--- config.mk ---
export PLATFORM = sky130hd
export DESIGN_NAME = copro_op_sequencer
export DESIGN_NICKNAME = d
export VERILOG_FILES = /design/src/rtl/float_pack.sv /design/src/rtl/copro_op_sequencer.sv
export SDC_FILE = /design/constraint.sdc
export NUM_CORES = 1
export LEC_CHECK = 0
export CAP_MARGIN = 5
export CORE_ASPECT_RATIO = 0.6
export CORE_MARGIN = 5
export CORE_UTILIZATION = 45
export DETAILED_ROUTE_END_ITERATION = 7
export MAX_ROUTING_LAYER = met4
export PLACE_DENSITY_LB_ADDON = 0.12
export SLEW_MARGIN = 20
export SYNTH_ARGS = -nofsm -noshare
export SYNTH_HDL_FRONTEND = slang
export SYNTH_SLANG_ARGS = --single-unit
--- constraint.sdc ---
create_clock -name clk -period 3.55 [get_ports clk]
set_clock_uncertainty 0.1 [all_clocks]
set_input_delay 1.065 -clock clk [delete_from_list [all_inputs] [get_ports clk]]
set_output_delay 1.065 -clock clk [all_outputs]
set_load 0.005 [all_outputs]
--- src/rtl/float_pack.sv ---
// Shared float format plus the op and sequencer-state types used by the
// coprocessor op sequencer.
package float_pack;

    typedef struct packed {
        logic        s;
        logic [7:0]  exp;
        logic [22:0] mant;
    } float;

    localparam int FW = $bits(float);

    typedef enum logic [1:0] {
        OP_ADD = 2'd0,
        OP_SUB = 2'd1,
        OP_MUL = 2'd2,
        OP_DIV = 2'd3
    } op_t;

    typedef enum logic [2:0] {
        ST_IDLE,
        ST_LATCH,
        ST_BYPASS,
        ST_ISSUE,
        ST_WAIT,
        ST_DONE
    } seq_state_t;

    // The sign is ignored, so -0.0 also counts as zero.
    function automatic logic is_zero(input float f);
        return (f.exp == 8'd0) && (f.mant == 23'd0);
    endfunction

    function automatic float float_inf(input logic s);
        float f;
        f.s    = s;
        f.exp  = '1;
        f.mant = '0;
        return f;
    endfunction

endpackage

--- src/rtl/copro_op_sequencer.sv ---
// Accepts one float op from the CPU coprocessor port, runs it on the shared
// multi-cycle float unit and returns the result, with divide-by-zero bypass
// and a timeout abort.
module copro_op_sequencer
    import float_pack::*;
#(
    parameter int TIMEOUT = 64
) (
    input  logic          clk,
    input  logic          reset_n,
    input  logic          cpu_valid,
    input  logic [1:0]    cpu_op,
    input  logic [FW-1:0] cpu_a,
    input  logic [FW-1:0] cpu_b,
    output logic          cpu_complete,
    output logic [FW-1:0] cpu_result,
    output logic          fu_start,
    output logic [1:0]    fu_op,
    output logic [FW-1:0] fu_a,
    output logic [FW-1:0] fu_b,
    input  logic          fu_done,
    input  logic [FW-1:0] fu_result,
    output logic          busy,
    output logic          err_dz,
    output logic          err_to,
    input  logic          err_clr
);

    localparam int CNT_W = $clog2(TIMEOUT + 1);
    // Abort once the incremented count would reach TIMEOUT-1, which puts the
    // completion exactly TIMEOUT cycles after fu_start.
    localparam logic [CNT_W-1:0] CNT_LAST = CNT_W'(TIMEOUT - 2);

    seq_state_t       state_q;
    logic [CNT_W-1:0] cnt_q;
    op_t              fu_op_q;
    float             fu_a_q;
    float             fu_b_q;
    float             result_q;
    logic             fu_start_q;
    logic             complete_q;
    logic             busy_q;
    logic             err_dz_q;
    logic             err_to_q;
    logic             set_dz;
    logic             set_to;

    assign set_dz = (state_q == ST_BYPASS);
    assign set_to = (state_q == ST_WAIT) && !fu_done && (cnt_q == CNT_LAST);

    always_ff @(posedge clk or negedge reset_n) begin
        if (!reset_n) begin
            state_q    <= ST_IDLE;
            cnt_q      <= '0;
            fu_op_q    <= OP_ADD;
            fu_a_q     <= '0;
            fu_b_q     <= '0;
            result_q   <= '0;
            fu_start_q <= 1'b0;
            complete_q <= 1'b0;
            busy_q     <= 1'b0;
            err_dz_q   <= 1'b0;
            err_to_q   <= 1'b0;
        end else begin
            fu_start_q <= 1'b0;
            complete_q <= 1'b0;
            err_dz_q   <= set_dz | (err_dz_q & ~err_clr);
            err_to_q   <= set_to | (err_to_q & ~err_clr);
            case (state_q)
                ST_IDLE: begin
                    if (cpu_valid) begin
                        fu_op_q <= op_t'(cpu_op);
                        fu_a_q  <= cpu_a;
                        fu_b_q  <= cpu_b;
                        busy_q  <= 1'b1;
                        state_q <= ST_LATCH;
                    end
                end
                ST_LATCH: begin
                    if (fu_op_q == OP_DIV && is_zero(fu_b_q)) begin
                        state_q <= ST_BYPASS;
                    end else begin
                        fu_start_q <= 1'b1;
                        state_q    <= ST_ISSUE;
                    end
                end
                ST_BYPASS: begin
                    result_q   <= float_inf(fu_a_q.s ^ fu_b_q.s);
                    complete_q <= 1'b1;
                    state_q    <= ST_DONE;
                end
                ST_ISSUE: begin
                    cnt_q   <= '0;
                    state_q <= ST_WAIT;
                end
                // A done arriving on the last allowed cycle still wins over the abort.
                ST_WAIT: begin
                    if (fu_done) begin
                        result_q   <= fu_result;
                        complete_q <= 1'b1;
                        state_q    <= ST_DONE;
                    end else if (cnt_q == CNT_LAST) begin
                        result_q   <= '0;
                        complete_q <= 1'b1;
                        state_q    <= ST_DONE;
                    end else begin
                        cnt_q <= cnt_q + CNT_W'(1);
                    end
                end
                ST_DONE: begin
                    busy_q  <= 1'b0;
                    state_q <= ST_IDLE;
                end
                default: begin
                    busy_q  <= 1'b0;
                    state_q <= ST_IDLE;
                end
            endcase
        end
    end

    assign cpu_complete = complete_q;
    assign cpu_result   = result_q;
    assign fu_start     = fu_start_q;
    assign fu_op        = fu_op_q;
    assign fu_a         = fu_a_q;
    assign fu_b         = fu_b_q;
    assign busy         = busy_q;
    assign err_dz       = err_dz_q;
    assign err_to       = err_to_q;

endmodule

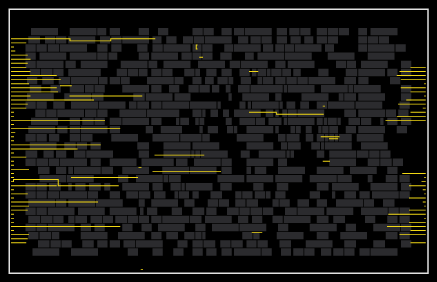
layer_met3.png
Drawn at 3 px/um.
main direction: horizontal
nets with wire on the layer: 89
met3 routing resource usage after global routing: 7.460%
total vias in the final route: 3377
Total Routed Length: 12130 um

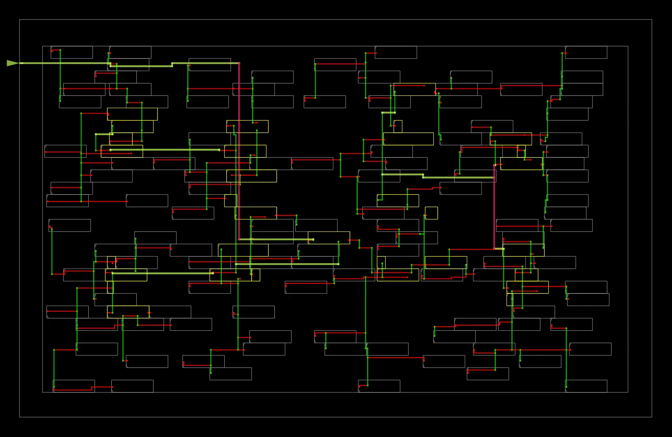
clocks.png
insertion delay to the later sink of the worst-skew pair: 0.40 ns
flop count: 113
TritonCTS buffer count: 17
# clk buffers: 21
power of the clock network: 1.77 mW

==> results.sh <==
# implementation run metrics
export IMPL_worst_path_max_delay_cell="clkdlybuf4s50_1"
export IMPL_global_route_overflow_total=0
export IMPL_cp_required_ns=3.73
export IMPL_cts_hold_repair_buffers=0
export IMPL_path_class="in -> reg"
export IMPL_die_h_um=87.47
export IMPL_critPathMaxFanout=24
export IMPL_ys_warns=0
export IMPL_maxSlewHeadroom_pct=66.04
export IMPL_timing_fmax_mhz=360.7
export IMPL_worst_slew_pin_slew_ns=0.5095
export IMPL_top_cells_by_count="dfrtp_1, mux2_2, a22o_1"
export IMPL_fp_utilization_pct=45.88
export IMPL_p_total_mw=6.396
export IMPL_maximum_capacitance_violations=0
export IMPL_outcome="finished, final reports clean"
export IMPL_final_critical_path_required_period_ns=2.772
export IMPL_worst_r2r_setup_slack_ns=0.85
export IMPL_grt_setup_unrepaired="false"
export IMPL_setup_viol=0
export IMPL_number_of_global_route_vias_before_repair=3730
export IMPL_vdd_drop_max_uv=547.2
export IMPL_syn_mean_instance_area_sq_um=14.29
export IMPL_power_switching_mw=1.732
export IMPL_launch_point_of_the_worst_reg_to_reg_path="cnt_q[0]"
export IMPL_dpl_hpwl_um=8860
export IMPL_number_of_instances_in_the_synthesized_netlist=315
export IMPL_synth_flop_count=113
export IMPL_die_width_um=139.1
export IMPL_dpl_cell_count=642
export IMPL_syn2layout_area_growth_pct=62.61
export IMPL_buffer_ports_inserted=205
export IMPL_detail_route_first_pass_iterations=4
export IMPL_worstHoldPathType="reg -> reg"
export IMPL_clkSinkCount=113
export IMPL_worst_ep_arrival_time_ns=2.96
export IMPL_startpoint="fu_done"
export IMPL_internal_power_mw=4.664
export IMPL_syn_area_sq_um=4501
export IMPL_most_common_cell="dfrtp_1"
export IMPL_synth_async_sr_flop_share_pct=100.0
export IMPL_share_comb_of_total_power_pct=36.9
export IMPL_worstPathBufferInverterCount=2
export IMPL_synth_yosys_chip_area_sq_um=4501
export IMPL_ys_cells=315
export IMPL_worstReg2RegEnd="cpu_result[31]"
export IMPL_antenna_found_initial=0
export IMPL_p_seq_share_pct=35.4
export IMPL_p_leak_nw=3.048
export IMPL_synth_main_ff_cell="dfrtp_1"
export IMPL_cts_tree="built"
export IMPL_instance_area_at_placement_sq_um=6698
export IMPL_hold_ws_ns=0.4001
export IMPL_timing_final_max_slew_violations=0
export IMPL_total_number_of_h_tree_levels=4
export IMPL_critical_path_cell_chain="clkdlybuf4s50_1, nor2_1, a221o_2, clkinv_2, mux2_1"
export IMPL_edf_count=0
export IMPL_unique_cell_types=43
export IMPL_preCtsSetupSlack_ns=0.3514
export IMPL_critPathMaxStageDelay_ns=0.67
export IMPL_grt_pass1_wl_um=19380
export IMPL_die_area_sq_um=12170
export IMPL_critPathTopFamily="buffers and inverters"
export IMPL_wl_per_cell_um=17.99
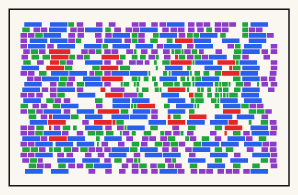
placement_by_type.png
Drawn at 2 px/um.
| class | color | cells |
|---|---|---|
| combinational and other logic | green | 184 |
| clock drivers and dummy loads | red | 32 |
| other buffers and delay cells | purple | 210 |
| flops | blue | 113 |
total core area: 9809 sq um
utilization after layout: 74.60%
Final Instance Area: 7318 sq um

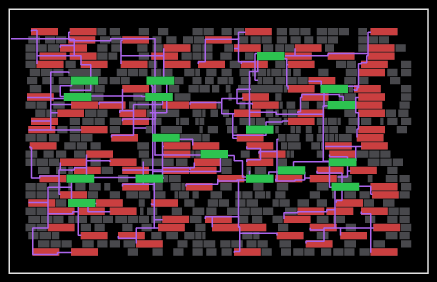
clk_routes.png
Drawn at 3 px/um.
[clock drivers] green | count: 17
[flip-flops] red | count: 113
[clock wires] purple | length: 1460 um
flops lie: all over the die

==> worst reg2reg max path: cells and delay by family, from the launching register on <==
kind	cells	cell delay, ns
DFF	1	0.41
buffers and inverters	2	0.35
adders and majority gates	1	0.20
and+or+nand+nor	2	0.59
AOI/OAI and AO/OA	1	0.57
muxes	1	0.37
==> placed cells by master (no fill, tap or decap), drive strengths merged, types with 5 or more instances in the layout <==
cell type      instances
dfrtp                113
a22o                  25
nand2                 13
clkbuf                21
nor2                   8
mux2                  67
clkdlybuf4s50        204
clkinv                 6
buf                    6
o221a                  5
inv                    7
nor4                   7
==> kinds of logic after synthesis <==
logic type      after synthesis  synth area share [%]
simple gates                 49                 6.088
mux                          71                 17.65
buf+inv                      26                 2.697
fa+ha+maj                     2                0.5559
compound gates               50                 9.397
xor+xnor                      4                0.7786
flops                       113                 62.83
==> registers in the layout, indices dropped and copies added, names as in the netlist <==
signal / cells
cpu_result: 32
fu_a: 32
fu_b: 32
cnt_q: 7
state_q: 3
fu_op: 2
busy: 1
cpu_complete: 1
err_dz: 1
err_to: 1
fu_start: 1
==> layout make-up <==
cell class / count / area, sq um
clock inverters: 11 / 160.2
well taps: 135 / 168.9
repair buffers: 210 / 2112
inverters: 8 / 31.28
clock buffers: 21 / 460.4
fillers: 629 / 2491
flip-flops and latches: 113 / 2828
multi-input cells: 176 / 1558
==> how the worst min path moves through the flow <==
stage / startpoint / to / slack, ns / cells after the start
5_1_grt: cpu_result[9] / cpu_result[9] / 0.42 / 1
3_5_place_dp: cpu_result[31] / cpu_result[31] / 0.39 / 1
6_report: cpu_result[14] / cpu_result[14] / 0.40 / 1
3_3_place_gp: cpu_result[4] / cpu_result[4] / 0.39 / 1
2_1_floorplan: cnt_q[5] / cnt_q[5] / 0.37 / 1
4_1_cts: cpu_result[14] / cpu_result[14] / 0.41 / 1
==> power groups by stage <==
| stage | sequential, mW | clock, mW | combinational (mW) |
|---|---|---|---|
| after global placement | 2.24 | 0 | 2.35 |
| final | 2.26 | 1.77 | 2.36 |
| after CTS | 2.27 | 1.80 | 2.41 |
| after floorplan | 2.23 | 0 | 0.956 |
| after global routing | 2.35 | 1.87 | 2.54 |
| after detailed placement | 2.27 | 0 | 2.39 |
==> layer usage <==
layer / vias to the layer above / wire [um] / global-route usage [%]
met5: - / 0 / -
met4: 0 / 91 / 6.572
met3: 7 / 783 / 7.460
met2: 108 / 5908 / 33.20
met1: 1674 / 5345 / 26.41
li1: 1588 / - / -
Power is estimated from default activity; no workload was simulated.
